==> images/power_grid.png <==
Pins as bars on the die edge.
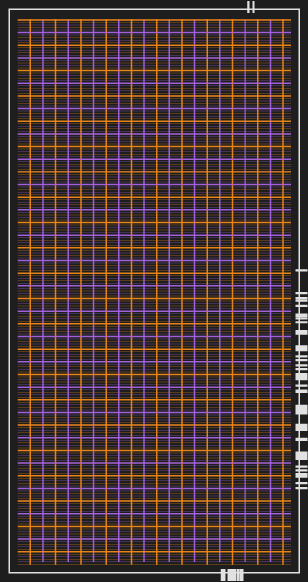
==> images/clocks.png <==
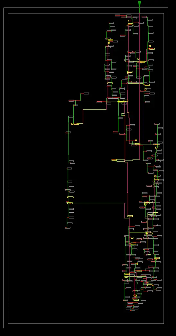
==> images/io_placement.png <==
Pins as bars across the die edge, other pins in gray.
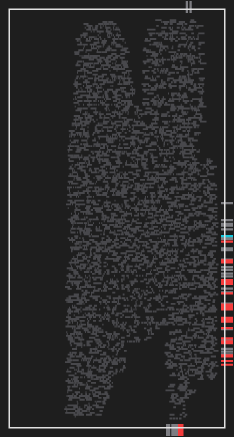
==> images/layer_met1.png <==
Supply wires on this layer in gray.
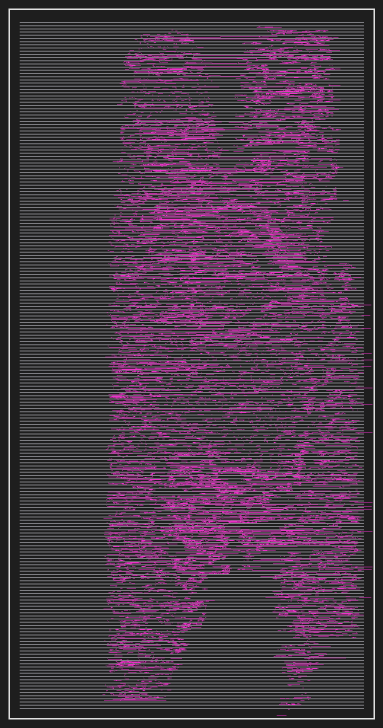
<file path="config.mk">
export PLATFORM = sky130hd
export DESIGN_NAME = prime_gen
export DESIGN_NICKNAME = d
export VERILOG_FILES = /design/src/rtl/prime_pkg.sv /design/src/rtl/seq_rem.sv /design/src/rtl/prime_gen.sv
export SDC_FILE = /design/constraint.sdc
export NUM_CORES = 2
export LEC_CHECK = 0
export CORE_ASPECT_RATIO = 2
export CORE_MARGIN = 8
export CORE_UTILIZATION = 25
export DETAILED_ROUTE_END_ITERATION = 6
export HOLD_SLACK_MARGIN = 0.1
export PLACE_DENSITY_LB_ADDON = 0.2
export SKIP_LAST_GASP = 1
export SYNTH_ARGS = -nofsm -noshare
export SYNTH_HDL_FRONTEND = slang
export SYNTH_SLANG_ARGS = --single-unit
export TNS_END_PERCENT = 1
</file>
<file path="constraint.sdc">
create_clock -name clk -period 12.9 [get_ports clk]
set_input_delay 1.29 -clock clk [delete_from_list [all_inputs] [get_ports clk]]
set_output_delay 1.29 -clock clk [all_outputs]
set_load 0.03 [all_outputs]
</file>
<file path="src/rtl/prime_pkg.sv">
// Shared types and defaults for the sequential prime generator.
package prime_pkg;

  typedef enum logic [2:0] {
    IDLE,
    TEST,
    DIV,
    EMIT,
    ADV,
    DONE
  } state_t;

  localparam int PRIME_WIDTH_DEFAULT = 32;

endpackage

</file>
<file path="src/rtl/seq_rem.sv">
// Restoring remainder unit: a mod b, one dividend bit per cycle.
// rdy pulses for one cycle WIDTH+1 cycles after go; rem stays valid until the next go.
module seq_rem
  import prime_pkg::*;
#(
  parameter int WIDTH = PRIME_WIDTH_DEFAULT
) (
  input  logic             clk,
  input  logic             rst,
  input  logic             go,
  input  logic [WIDTH-1:0] a,
  input  logic [WIDTH-1:0] b,
  output logic             rdy,
  output logic [WIDTH-1:0] rem
);

  localparam int CW = $clog2(WIDTH + 1);

  logic [WIDTH-1:0] dvd_q, dvd_d;
  logic [WIDTH-1:0] dsr_q, dsr_d;
  logic [WIDTH-1:0] r_q, r_d;
  logic [CW-1:0]    cnt_q, cnt_d;
  logic             run_q, run_d;
  logic             rdy_q, rdy_d;
  logic [WIDTH:0]   trial;
  logic [WIDTH:0]   diff;

  // NOTE: every combinational output gets a default first, so no path can infer a latch.
  always_comb begin
    dvd_d = dvd_q;
    dsr_d = dsr_q;
    r_d   = r_q;
    cnt_d = cnt_q;
    run_d = run_q;
    rdy_d = 1'b0;
    trial = {r_q, dvd_q[WIDTH-1]};
    diff  = trial - {1'b0, dsr_q};
    if (go) begin
      dvd_d = a;
      dsr_d = b;
      r_d   = '0;
      cnt_d = CW'(WIDTH);
      run_d = 1'b1;
    end else if (run_q) begin
      if (cnt_q != '0) begin
        // Partial remainder is always < divisor, so the difference fits back in WIDTH bits.
        r_d   = (trial >= {1'b0, dsr_q}) ? diff[WIDTH-1:0] : trial[WIDTH-1:0];
        dvd_d = dvd_q << 1;
        cnt_d = cnt_q - CW'(1);
      end else begin
        rdy_d = 1'b1;
        run_d = 1'b0;
      end
    end
  end

  // NOTE: sequential state uses non-blocking assignments only, so every flop sees pre-edge values.
  always_ff @(posedge clk or negedge rst) begin
    if (!rst) begin
      dvd_q <= '0;
      dsr_q <= '0;
      r_q   <= '0;
      cnt_q <= '0;
      run_q <= 1'b0;
      rdy_q <= 1'b0;
    end else begin
      dvd_q <= dvd_d;
      dsr_q <= dsr_d;
      r_q   <= r_d;
      cnt_q <= cnt_d;
      run_q <= run_d;
      rdy_q <= rdy_d;
    end
  end

  assign rdy = rdy_q;
  assign rem = r_q;

endmodule

</file>
<file path="src/rtl/prime_gen.sv">
// Emits ascending primes in [2, max] on a valid/ready stream, testing each
// candidate by trial division on a shared sequential remainder unit.
module prime_gen
  import prime_pkg::*;
#(
  parameter int WIDTH = PRIME_WIDTH_DEFAULT
) (
  input  logic             clk,
  input  logic             rst,
  input  logic             start,
  input  logic [WIDTH-1:0] max,
  output logic             out_valid,
  input  logic             out_ready,
  output logic [WIDTH-1:0] prime,
  output logic             busy,
  output logic             done
);

  state_t           state_q, state_d;
  logic [WIDTH-1:0] limit_q, limit_d;
  logic [WIDTH-1:0] cand_q, cand_d;
  logic [WIDTH-1:0] div_q, div_d;
  logic [WIDTH-1:0] prime_q, prime_d;
  logic             out_valid_q, out_valid_d;
  logic             busy_q, busy_d;
  logic             done_q, done_d;

  logic             rem_go;
  logic             rem_rdy;
  logic [WIDTH-1:0] rem_val;
  logic [2*WIDTH-1:0] div_sq;

  seq_rem #(.WIDTH(WIDTH)) u_rem (
    .clk (clk),
    .rst (rst),
    .go  (rem_go),
    .a   (cand_q),
    .b   (div_q),
    .rdy (rem_rdy),
    .rem (rem_val)
  );

  always_comb begin
    state_d     = state_q;
    limit_d     = limit_q;
    cand_d      = cand_q;
    div_d       = div_q;
    prime_d     = prime_q;
    out_valid_d = out_valid_q;
    busy_d      = busy_q;
    done_d      = done_q;
    rem_go      = 1'b0;
    div_sq      = {{WIDTH{1'b0}}, div_q} * {{WIDTH{1'b0}}, div_q};

    unique case (state_q)
      IDLE, DONE: begin
        if (state_q == DONE) begin
          done_d = 1'b1;
          busy_d = 1'b0;
        end
        if (start) begin
          limit_d = max;
          cand_d  = WIDTH'(2);
          div_d   = WIDTH'(2);
          done_d  = 1'b0;
          busy_d  = (max >= WIDTH'(2));
          state_d = (max >= WIDTH'(2)) ? TEST : DONE;
        end
      end
      TEST: begin
        if (div_sq > {{WIDTH{1'b0}}, cand_q}) begin
          out_valid_d = 1'b1;
          prime_d     = cand_q;
          state_d     = EMIT;
        end else begin
          rem_go  = 1'b1;
          state_d = DIV;
        end
      end
      DIV: begin
        if (rem_rdy) begin
          if (rem_val == '0) begin
            state_d = ADV;
          end else begin
            div_d   = div_q + WIDTH'(1);
            state_d = TEST;
          end
        end
      end
      EMIT: begin
        if (out_ready) begin
          out_valid_d = 1'b0;
          state_d     = ADV;
        end
      end
      ADV: begin
        // Stop at the limit, and also at all-ones so the candidate never wraps.
        if ((cand_q == limit_q) || (cand_q == '1)) begin
          done_d  = 1'b1;
          busy_d  = 1'b0;
          state_d = DONE;
        end else begin
          cand_d  = cand_q + WIDTH'(1);
          div_d   = WIDTH'(2);
          state_d = TEST;
        end
      end
      default: state_d = IDLE;
    endcase
  end

  // NOTE: only control/datapath flops exist here (no memories), so all of them take the async reset.
  always_ff @(posedge clk or negedge rst) begin
    if (!rst) begin
      state_q     <= IDLE;
      limit_q     <= '0;
      cand_q      <= WIDTH'(2);
      div_q       <= WIDTH'(2);
      prime_q     <= '0;
      out_valid_q <= 1'b0;
      busy_q      <= 1'b0;
      done_q      <= 1'b0;
    end else begin
      state_q     <= state_d;
      limit_q     <= limit_d;
      cand_q      <= cand_d;
      div_q       <= div_d;
      prime_q     <= prime_d;
      out_valid_q <= out_valid_d;
      busy_q      <= busy_d;
      done_q      <= done_d;
    end
  end

  assign out_valid = out_valid_q;
  assign prime     = prime_q;
  assign busy      = busy_q;
  assign done      = done_q;

endmodule

</file>
==> metrics.csv <==
metric;value;unit
fmax;86.65;MHz
setup_tns;0;ns
io pins;71;
Hold Path Sink;u_rem.dsr_q[2]$_DFFE_PN0P_;
initial antenna violation count;2;
CP Launch Type;flip-flop;
CTS clk-pin slew, worst paths;0.07;ns
die area;187000;sq um
worst hold stages;1;
critical path fanouts, max;70;
Rows;215;
first-pass GRT wire length;232.4;mm
origin of the critical flop-to-flop path;div_q[3]$_DFFE_PN0P_;
Mapped Cells;4660;
Final ANT Viol Nets;0;
average size of a mapped cell;9.262;sq um
post-CTS setup repair buffer count;0;
Late-Pin Clk Latency;0.62;ns
GRT overflow;0;
Slew Limit Fails;0;
iteration-0 DRC count of the detailed router;1413;
tool warnings;39;
Crit Path Class;reg2reg;
Fin Clk Skew;0.02306;ns
routability cong.;0.8962;
routed via count;31920;
Data required, critical path;13.40;ns
Most used DFF post-synth;dfrtp_1;
arrival time at the worst endpoint;12.04;ns
largest net degree at the start of global routing;137;
DR pass1 iterations;7;
Top cell by count, worst path;inv_1;
CP endpoint;u_rem.dsr_q[11]$_DFFE_PN0P_;
Hold Vio Cnt, Final;0;
max cap viols;0;
Yosys Chip Area;43160;sq um
Root Driver;clkbuf_16;
post-synth cell types;84;
final setup fails;0;
Critical path origin;div_q[3]$_DFFE_PN0P_;
Reg-to-Reg End;u_rem.dsr_q[11]$_DFFE_PN0P_;
Layout area overhead;9.786;%
Core Util at FP;25.15;%
Critical Path Slowest Stage Cell;or4_1;
IO buf count;70;
R2R depth;38;
Leak;24.43;nW
Commonest Layout Cell;inv_1;
post-synthesis cell area;43160;sq um
post-DP HPWL;134.6;mm
Resize count post-CTS;0;
Final min period;11.54;ns
DR WL/cell;22.95;microns
Max clock buf depth;3;
Non-Filler Instances;6947;
Worst-Margin Slew;1.146;ns
DR DRC count;0;
commonest non-fill, non-tap cells in the layout;1127 x inv_1, 804 x fa_1, 438 x nand2_1;
endpoint class of the critical path;flip-flop;
Via density;4.595;
async set-or-reset flop fraction in the synthesized netlist;100.0;%
Post-synth EDFFs;0;
Die X;309.8;microns
VDD IR-drop max;0.00009526;V
Seq share, synth;13.80;%
warnings from Yosys;0;
die height;603.6;microns
gr usage total;16.93;%
core area;171600;sq um
Hold WC Path Type;reg2reg;
share of cells above drive strength 1;4.906;%
hold_buf cts;0;
routed wire length;159.5;mm
Slew HR;23.61;%
CP max stage delay;0.70;ns
status;finished clean;
placed insts;6901;
crit share post-route;89.46;%
H-tree levels;1;
launch point of the worst hold path;u_rem.dsr_q[2]$_DFFE_PN0P_;
nets@finish;5836;
CTS tree;done;
Post-Syn Nets;5846;
vias in the first global route;36200;
Registers, synthesis;238;
Yosys Instances;4660;
RSZ-0062 raised after global routing;false;
R2R Setup Slk;1.36;ns
Power Density;83.69;nW/um^2
## Picture notes: power_grid.png
| net | color |
|---|---|
| VSS | orange |
| VDD | purple |
met1 rails: 216
met5 straps: 43
rows: 215
signal pins: 71

## Picture notes: clocks.png
number of CTS-inserted buffers: 25
clock sinks: 238

## Picture notes: io_placement.png
| port | color | pins | direction | edge |
|---|---|---|---|---|
| busy | cyan | 1 | output | right |
| max | red | 32 | input | 28 right, 4 bottom |
all pins by edge: 55 right, 14 bottom, 2 top

## Picture notes: layer_met1.png
main direction: horizontal
wire length on this layer: 46.7 mm
share of all routed wire: 29%
nets with wire on the layer: 5526

routing by layer:
layer	share of wire, %	vias up	track usage (%)
met1	29	16580	14.24
li1	-	14330	-
met3	2.0	352	0.9073
met4	9.3	0	12.80
met5	0	-	0
met2	59	664	35.52
sequential cells by signal, indices dropped and copies added, names as in the netlist:
register / cells
prime: 32
u_rem.dsr_q: 32
state_q: 3
u_rem.cnt_q: 6
u_rem.rdy: 1
limit_q: 32
u_rem.rem: 32
u_rem.run_q: 1
done: 1
u_rem.dvd_q: 32
cand_q: 32
div_q: 32
busy: 1
out_valid: 1
cell usage after synthesis, types with 8 or more instances:
cell type | number | area, sq um
nand2_1 | 438 | 1644
mux2_2 | 76 | 855.8
nand3_1 | 48 | 240.2
nor2b_1 | 15 | 93.84
and2_1 | 160 | 1001
or2_2 | 9 | 56.30
buf_1 | 10 | 37.54
fa_1 | 804 | 16100
o21a_1 | 13 | 97.59
a21o_1 | 41 | 307.8
dfrtp_1 | 236 | 5906
mux2i_1 | 99 | 991.0
or3_1 | 16 | 100.1
o211ai_1 | 16 | 120.1
nor3_1 | 51 | 255.2
a31oi_1 | 15 | 93.84
and4_1 | 9 | 78.83
clkbuf_1 | 146 | 548.0
nand2b_1 | 21 | 131.4
xor2_1 | 77 | 674.4
nand4_1 | 55 | 344.1
xnor2_1 | 99 | 867.1
or4_1 | 9 | 67.56
ha_1 | 346 | 4329
o21ai_1 | 12 | 60.06
o21bai_1 | 8 | 60.06
buf_2 | 10 | 50.05
and3_1 | 12 | 75.07
o21ai_0 | 85 | 425.4
nor4_1 | 39 | 244.0
a21oi_1 | 160 | 800.8
inv_1 | 1127 | 4230
nor2_1 | 239 | 897.1
a211oi_1 | 37 | 277.8
where the power goes:
part	switching (mW)	internal, mW
combinational	1.18	0.836
clock	0.368	0.404
sequential	0.213	0.963
total	1.76	2.20
critical path: cells and delay by family, from the launching register on:
family / cells / cell delay (ns)
AOI/OAI and AO/OA: 7 / 1.64
xor gates and xnor gates: 1 / 0.10
adders and majority gates: 10 / 4.45
buffers and inverters: 10 / 1.75
DFF: 1 / 0.37
muxes: 1 / 0.39
and+or+nand+nor: 9 / 2.60
through the flow:
stage                     worst slack, ns  area, sq um  utilization (%)  power (mW)  hold WS [ns]
after detailed placement            1.425        46580            27.14       3.242        0.4779
after CTS                           1.412        47380            27.61       4.041        0.4931
after global routing               0.7472        47390            27.61       4.243        0.5042
after floorplan                     2.931        43160                -       2.588        0.4581
after global placement              1.539        46580            27.14       3.225        0.4698
final                               1.360        47390            27.61       3.966        0.4861
layout make-up:
type	instances	area [sq um]
fill	18620	124200
timing repair buffer	141	1276
inverter	1137	4268
multi-input combinational	3107	32220
clock buffer	34	699.4
clock inverter	11	106.4
tap	2278	2850
sequential	238	5961
antenna	1	2.502
logic make-up (layout without fill, tap and decap cells):
logic type                 count (synthesis)  count (layout)  synth area share (%)
other                                      0               1                     0
and+or+nand+nor                         1134            1134                 12.39
DFF                                      238             238                 13.80
AOI/OAI and AO/OA                        465             465                 6.856
muxes                                    182             182                 4.461
adders and majority gates               1150            1150                 47.32
xor gates and xnor gates                 176             176                 3.571
buffers and inverters                   1315            1323                 11.60
Power is estimated from default activity; no workload was simulated.
